==> config.mk <==
export PLATFORM = sky130hd
export DESIGN_NAME = player_input_conditioner
export DESIGN_NICKNAME = d
export VERILOG_FILES = /design/src/rtl/game_input_pkg.sv /design/src/rtl/btn_debounce_fsm.sv /design/src/rtl/player_input_conditioner.sv
export SDC_FILE = /design/constraint.sdc
export NUM_CORES = 1
export LEC_CHECK = 0
export ABC_CLOCK_PERIOD_IN_PS = 5150
export CAP_MARGIN = 20
export CORE_MARGIN = 4
export CORE_UTILIZATION = 50
export CTS_BUF_LIST = sky130_fd_sc_hd__clkbuf_8
export DETAILED_ROUTE_END_ITERATION = 10
export PLACE_DENSITY = 0.67
export SYNTH_ARGS = -nofsm -noshare
export SYNTH_HDL_FRONTEND = slang
export SYNTH_HIERARCHICAL = 1
export SYNTH_SLANG_ARGS = --single-unit
==> constraint.sdc <==
create_clock -name slowClk -period 5.15 [get_ports slowClk]
set_input_delay 1.545 -clock slowClk [delete_from_list [all_inputs] [get_ports slowClk]]
set_output_delay 1.545 -clock slowClk [all_outputs]
set_load 0.005 [all_outputs]
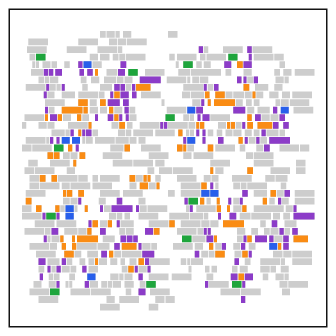
Run 1: gate-type map
legend:
  orange:
    family: NOR gates
    cells: 89
  blue:
    family: XOR/XNOR gates
    cells: 12
  purple:
    family: NAND gates
    cells: 132
  green:
    family: multiplexers
    cells: 12
highest-count logic cell in the final layout: sky130_fd_sc_hd__dfxtp_1
number of standard cells in the layout, taps in and fillers out: 762
share of cell area taken by multi-input logic gates: 56.1%

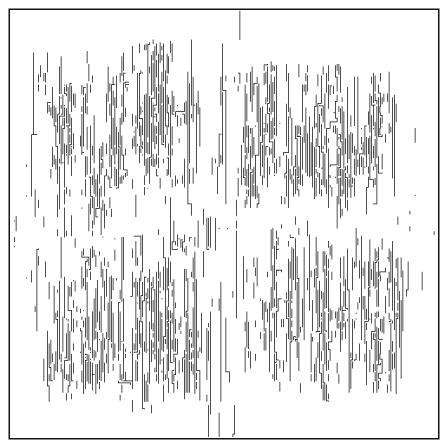
Run 1: metal 2
share of all routed wire: 46%
nets with wire on the layer: 540
routed wire length: 13200 microns
Via Count: 5110

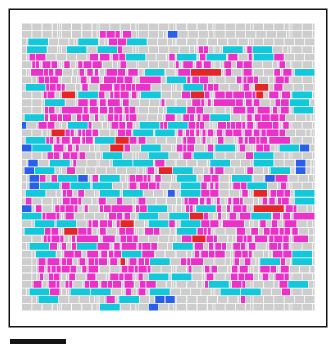
Run 1: placed cells, one color a class
Scale bar: 20 microns. Fill, decap, tap and diode cells in gray.
legend:
  blue:
    class: other buffers and delay cells
    cells: 17
    share_of_their_area: 2.8%
  red:
    class: clock drivers and dummy loads
    cells: 16
    share_of_their_area: 4.1%
  magenta:
    class: all other logic
    cells: 491
    share_of_their_area: 59%
  cyan:
    class: flops
    cells: 98
    share_of_their_area: 34%
sequential portion of the cell area: 33.1%
number of rows created at floorplan: 38
design area: 5920 sq um

==> flow_metrics.env, run 1 <==
# yosys + openroad results
export IMPL_status="finished clean"
export IMPL_buffer_ports_inserted=16
export IMPL_final_nonclk_buf_share_pct=2.75
export IMPL_max_cap_violation_count=0
export IMPL_timing_final_setup_violations=0
export IMPL_met1_layer_wirelength_in_the_final_routing_microns=6200
export IMPL_initial_utilization_pct=51.1
export IMPL_final_max_slew_violation_count=0
export IMPL_synth_top_flop_cell="sky130_fd_sc_hd__dfxtp_1"
export IMPL_period_needed_ns=2.95
export IMPL_clock_area_share_pct=4.01
export IMPL_setup_total_negative_slack_ns=0
export IMPL_maxPowerGroup="registers"
export IMPL_placement_setup_worst_slack_ns=1.82
export IMPL_number_of_cts_inserted_buffers=9
export IMPL_n_tap_cell=140
export IMPL_timing_critical_path_arrival_ns=3.22
export IMPL_highest_layer="met4"
export IMPL_logic_area_sq_um=3330
export IMPL_synth_cell_type_count=51
export IMPL_final_net_count=628
export IMPL_hold_ws_ns=0.449
export IMPL_critPathRequiredTime_ns=5.42
export IMPL_cts_tree="built"
export IMPL_post_route_period_util_pct=57.3
export IMPL_postLayoutCoreUtil_pct=54.4
export IMPL_drt_first_pass_iters=5
export IMPL_number_of_cells_upsized_or_downsized_after_cts=0
export IMPL_non_clock_buffer_count=17
export IMPL_post_synth_regs=98
export IMPL_die_w_microns=113
export IMPL_floorplan_die_area_sq_um=12900
export IMPL_clkLatencyLatePin_ns=0.38
export IMPL_muxShareOfSynthArea_pct=2.16
export IMPL_routed_wl_met2_microns=6050
export IMPL_logic_gates=475
export IMPL_rsz_0062_raised_after_global_routing="false"
export IMPL_reg2reg_depth=5
export IMPL_power_report_internal_total_mw=1.12
export IMPL_clockBufferDepth=2
export IMPL_post_detailed_placement_cell_area_sq_um=5690
export IMPL_timing_critical_path_max_delay_family="buffers and inverters"
export IMPL_layout_drive_gt1_share_pct=6.91
export IMPL_synth_cells_yosys=629
export IMPL_largest_register_ff_count=64
export IMPL_grt_met3_usage_pct=4.40
export IMPL_areaGrowthSynthToFinish_pct=6.48
export IMPL_grt_antenna_before_repair=0
export IMPL_syn_avg_cell_area_sq_um=8.84
export IMPL_clockPowerShare_pct=39.8
export IMPL_critPathBufInv=1
export IMPL_min_delay_path_class="flop to flop"
export IMPL_topCellsByArea="sky130_fd_sc_hd__dfxtp_1 (35%), sky130_fd_sc_hd__nand2_1 (3.8%), sky130_fd_sc_hd__a31oi_1 (3.6%)"
export IMPL_post_synth_xor_area_fraction_pct=1.89
export IMPL_top_area_cell_class="combinational gates"
export IMPL_groute_layer_met1_usage_pct=28.5
export IMPL_power_switching_share_pct=22.8
export IMPL_stages_on_worst_setup_path=4
export IMPL_drc=0
export IMPL_top_area_cell="sky130_fd_sc_hd__dfxtp_1"
export IMPL_warnings=26
export IMPL_async_flop_share_pct=0
export IMPL_cpMaxStageDelayCell="sky130_fd_sc_hd__buf_2"
export IMPL_grt_ovfl_total=0
export IMPL_report_power_total_mw=1.45
export IMPL_cts_root_buf="sky130_fd_sc_hd__clkbuf_8"
export IMPL_grt_busiest_layer="met2"
export IMPL_die_height_microns=113
export IMPL_aoi_share_pct=21.0
export IMPL_sequentialPower_mw=0.781
export IMPL_pwrdens_nw_per_um2=245
export IMPL_critPathLaunchType="primary input"
export IMPL_cts_setup_buffers=0
export IMPL_report_final_hold_viol_count=0
export IMPL_synth_warning_count=6
export IMPL_transition_time_at_the_pin_with_the_least_slew_margin_ns=1.04
export IMPL_route_detailed_vias_per_inst=6.71
export IMPL_fp_nets=640
export IMPL_postLayoutSetupSlackWorst_ns=2.20
export IMPL_yosys_top_cells_count="sky130_fd_sc_hd__dfxtp_1 (98), sky130_fd_sc_hd__nand2_1 (56), sky130_fd_sc_hd__a31oi_1 (32), sky130_fd_sc_hd__buf_2 (28), sky130_fd_sc_hd__nand3_1 (28)"
export IMPL_detailedRoute_firstIterationViolations=417
export IMPL_met2_usage_pct=32.1
export IMPL_p_seq_share_pct=53.7
export IMPL_htree_num_levels=3
export IMPL_number_of_global_route_vias_before_repair=4706
export IMPL_fmaxAchievable_mhz=339
export IMPL_synth_adder_area_share_pct=0.900
export IMPL_clock_buffers=12
export IMPL_path_max_fanout=51
export IMPL_residual_antenna_violating_net_count_after_detailed_routing=0
export IMPL_timing_critical_path_slowest_cell_delay_ns=0.71
export IMPL_top_cell="sky130_fd_sc_hd__dfxtp_1"
export IMPL_coreArea_sq_um=10900
export IMPL_flop_area_sq_um=1960
export IMPL_finClkSkew_ns=0.00597
export IMPL_netlist_area_leader_share_pct=35.3
export IMPL_routed_wl_met3_microns=703
export IMPL_maximum_resistive_drop_on_vdd_v=0.000224
export IMPL_worstSetupPathType="primary input to flop"
export IMPL_final_fill_count=967
Run 1, sizing map:
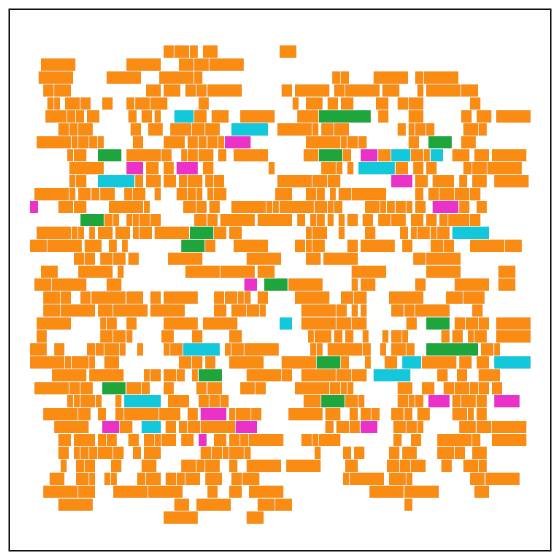

==> run 2: changes to the inputs <==
Settings changed: ABC_CLOCK_PERIOD_IN_PS 5150 to 3090.
Clock period 5.15 ns to 3.09 ns, I/O delays scaled along.
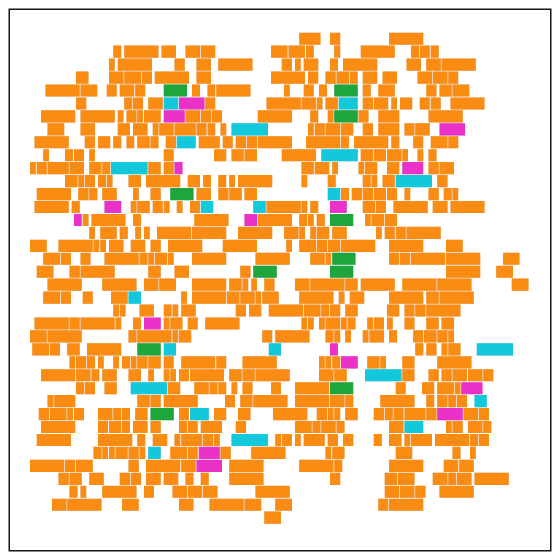
Run 2: sizing map
legend:
  cyan:
    size: drive 3 to 4
    cells: 21
    share: 3.3%
  magenta:
    size: drive 2
    cells: 16
    share: 2.5%
  orange:
    size: drive 1 or less
    cells: 580
    share: 92%
  green:
    size: drive 6 and up
    cells: 11
    share: 1.8%
PnR worst setup slack: 0.652 ns
number of signal-net buffers in the layout: 23
P&R area growth vs syn: 6.28%
design area: 5910 sq um

==> run 2 against run 1 <==
- first-iteration DRC count fell by 3.1%
- die size did not move
- final area fell by 0.19%
==> flow_metrics.env, run 2 <==
# yosys + openroad results
export IMPL_critPathLaunchType="flop"
export IMPL_routed_wl_met2_microns=5730
export IMPL_cts_tree="built"
export IMPL_totalWireLength_microns=12600
export IMPL_sh_seq_area_pct=33.2
export IMPL_warnings=26
export IMPL_placement_setup_worst_slack_ns=0.659
export IMPL_buffer_ports_inserted=16
export IMPL_max_cap_violation_count=0
export IMPL_yosys_top_cells_count="sky130_fd_sc_hd__dfxtp_1 (98), sky130_fd_sc_hd__nand2_1 (56), sky130_fd_sc_hd__a31oi_1 (32), sky130_fd_sc_hd__buf_2 (28), sky130_fd_sc_hd__nand3_1 (28)"
export IMPL_grt_busiest_layer="met2"
export IMPL_hold_ws_ns=0.446
export IMPL_met1_layer_wirelength_in_the_final_routing_microns=6230
export IMPL_comb_area_share_pct=56.3
export IMPL_floorplan_die_area_sq_um=12900
export IMPL_post_route_period_util_pct=78.9
export IMPL_synth_cells_yosys=629
export IMPL_sequentialPower_mw=1.30
export IMPL_synth_top_flop_cell="sky130_fd_sc_hd__dfxtp_1"
export IMPL_period_needed_ns=2.44
export IMPL_top_area_cell_class="combinational gates"
export IMPL_cts_root_buf="sky130_fd_sc_hd__clkbuf_8"
export IMPL_clock_buffers=11
export IMPL_pwrdens_nw_per_um2=377
export IMPL_clock_area_share_pct=3.07
export IMPL_grt_antenna_before_repair=0
export IMPL_detailedRoute_firstIterationViolations=404
export IMPL_highest_layer="met4"
export IMPL_reg2reg_depth=6
export IMPL_layout_drive_gt1_share_pct=7.64
export IMPL_htree_num_levels=3
export IMPL_post_detailed_placement_cell_area_sq_um=5730
export IMPL_power_report_internal_total_mw=1.68
export IMPL_n_tap_cell=140
export IMPL_final_fill_count=1016
export IMPL_timing_critical_path_slowest_cell_delay_ns=0.60
export IMPL_top_cell="sky130_fd_sc_hd__dfxtp_1"
export IMPL_drc=0
export IMPL_residual_antenna_violating_net_count_after_detailed_routing=0
export IMPL_die_w_microns=113
export IMPL_synth_cell_type_count=51
export IMPL_muxShareOfSynthArea_pct=2.16
export IMPL_grt_met3_usage_pct=2.44
export IMPL_p_seq_share_pct=58.4
export IMPL_clockBufferDepth=2
export IMPL_post_synth_regs=98
export IMPL_largest_register_ff_count=64
export IMPL_min_delay_path_class="flop to flop"
export IMPL_status="finished clean"
export IMPL_setup_total_negative_slack_ns=0
export IMPL_routed_wl_met3_microns=479
export IMPL_async_flop_share_pct=0
export IMPL_synth_adder_area_share_pct=0.900
export IMPL_post_synth_xor_area_fraction_pct=1.89
export IMPL_drt_first_pass_iters=5
export IMPL_clkLatencyLatePin_ns=0.36
export IMPL_cts_setup_buffers=0
export IMPL_cpMaxStageDelayCell="sky130_fd_sc_hd__nand4_1"
export IMPL_met2_usage_pct=30.5
export IMPL_logic_area_sq_um=3330
export IMPL_syn_avg_cell_area_sq_um=8.84
export IMPL_timing_critical_path_max_delay_family="simple AND/OR/NAND/NOR gates"
export IMPL_logic_gates=475
export IMPL_topCellsByArea="sky130_fd_sc_hd__dfxtp_1 (35%), sky130_fd_sc_hd__nand2_1 (3.8%), sky130_fd_sc_hd__a31oi_1 (3.6%)"
export IMPL_rsz_0062_raised_after_global_routing="false"
export IMPL_clockPowerShare_pct=34.5
export IMPL_maxPowerGroup="registers"
export IMPL_power_switching_share_pct=24.5
export IMPL_number_of_cells_upsized_or_downsized_after_cts=0
export IMPL_report_power_total_mw=2.23
export IMPL_timing_reg2reg_setup_slack_ns=0.65
export IMPL_postLayoutCoreUtil_pct=54.3
export IMPL_initial_utilization_pct=51.1
export IMPL_finClkSkew_ns=0.00863
export IMPL_final_max_slew_violation_count=0
export IMPL_fmaxAchievable_mhz=410
export IMPL_critPathRequiredTime_ns=3.38
export IMPL_route_detailed_vias_per_inst=6.49
export IMPL_synth_warning_count=6
export IMPL_timing_critical_path_arrival_ns=2.73
export IMPL_timing_final_setup_violations=0
export IMPL_netlist_area_leader_share_pct=35.3
export IMPL_die_height_microns=113
export IMPL_groute_layer_met1_usage_pct=29.5
export IMPL_worstSetupPathType="flop to flop"
export IMPL_coreArea_sq_um=10900
export IMPL_transition_time_at_the_pin_with_the_least_slew_margin_ns=1.07
export IMPL_number_of_cts_inserted_buffers=9
export IMPL_stages_on_worst_setup_path=6
export IMPL_layout_top_cell_excl_fill_tap="sky130_fd_sc_hd__dfxtp_1"
export IMPL_number_of_global_route_vias_before_repair=4602
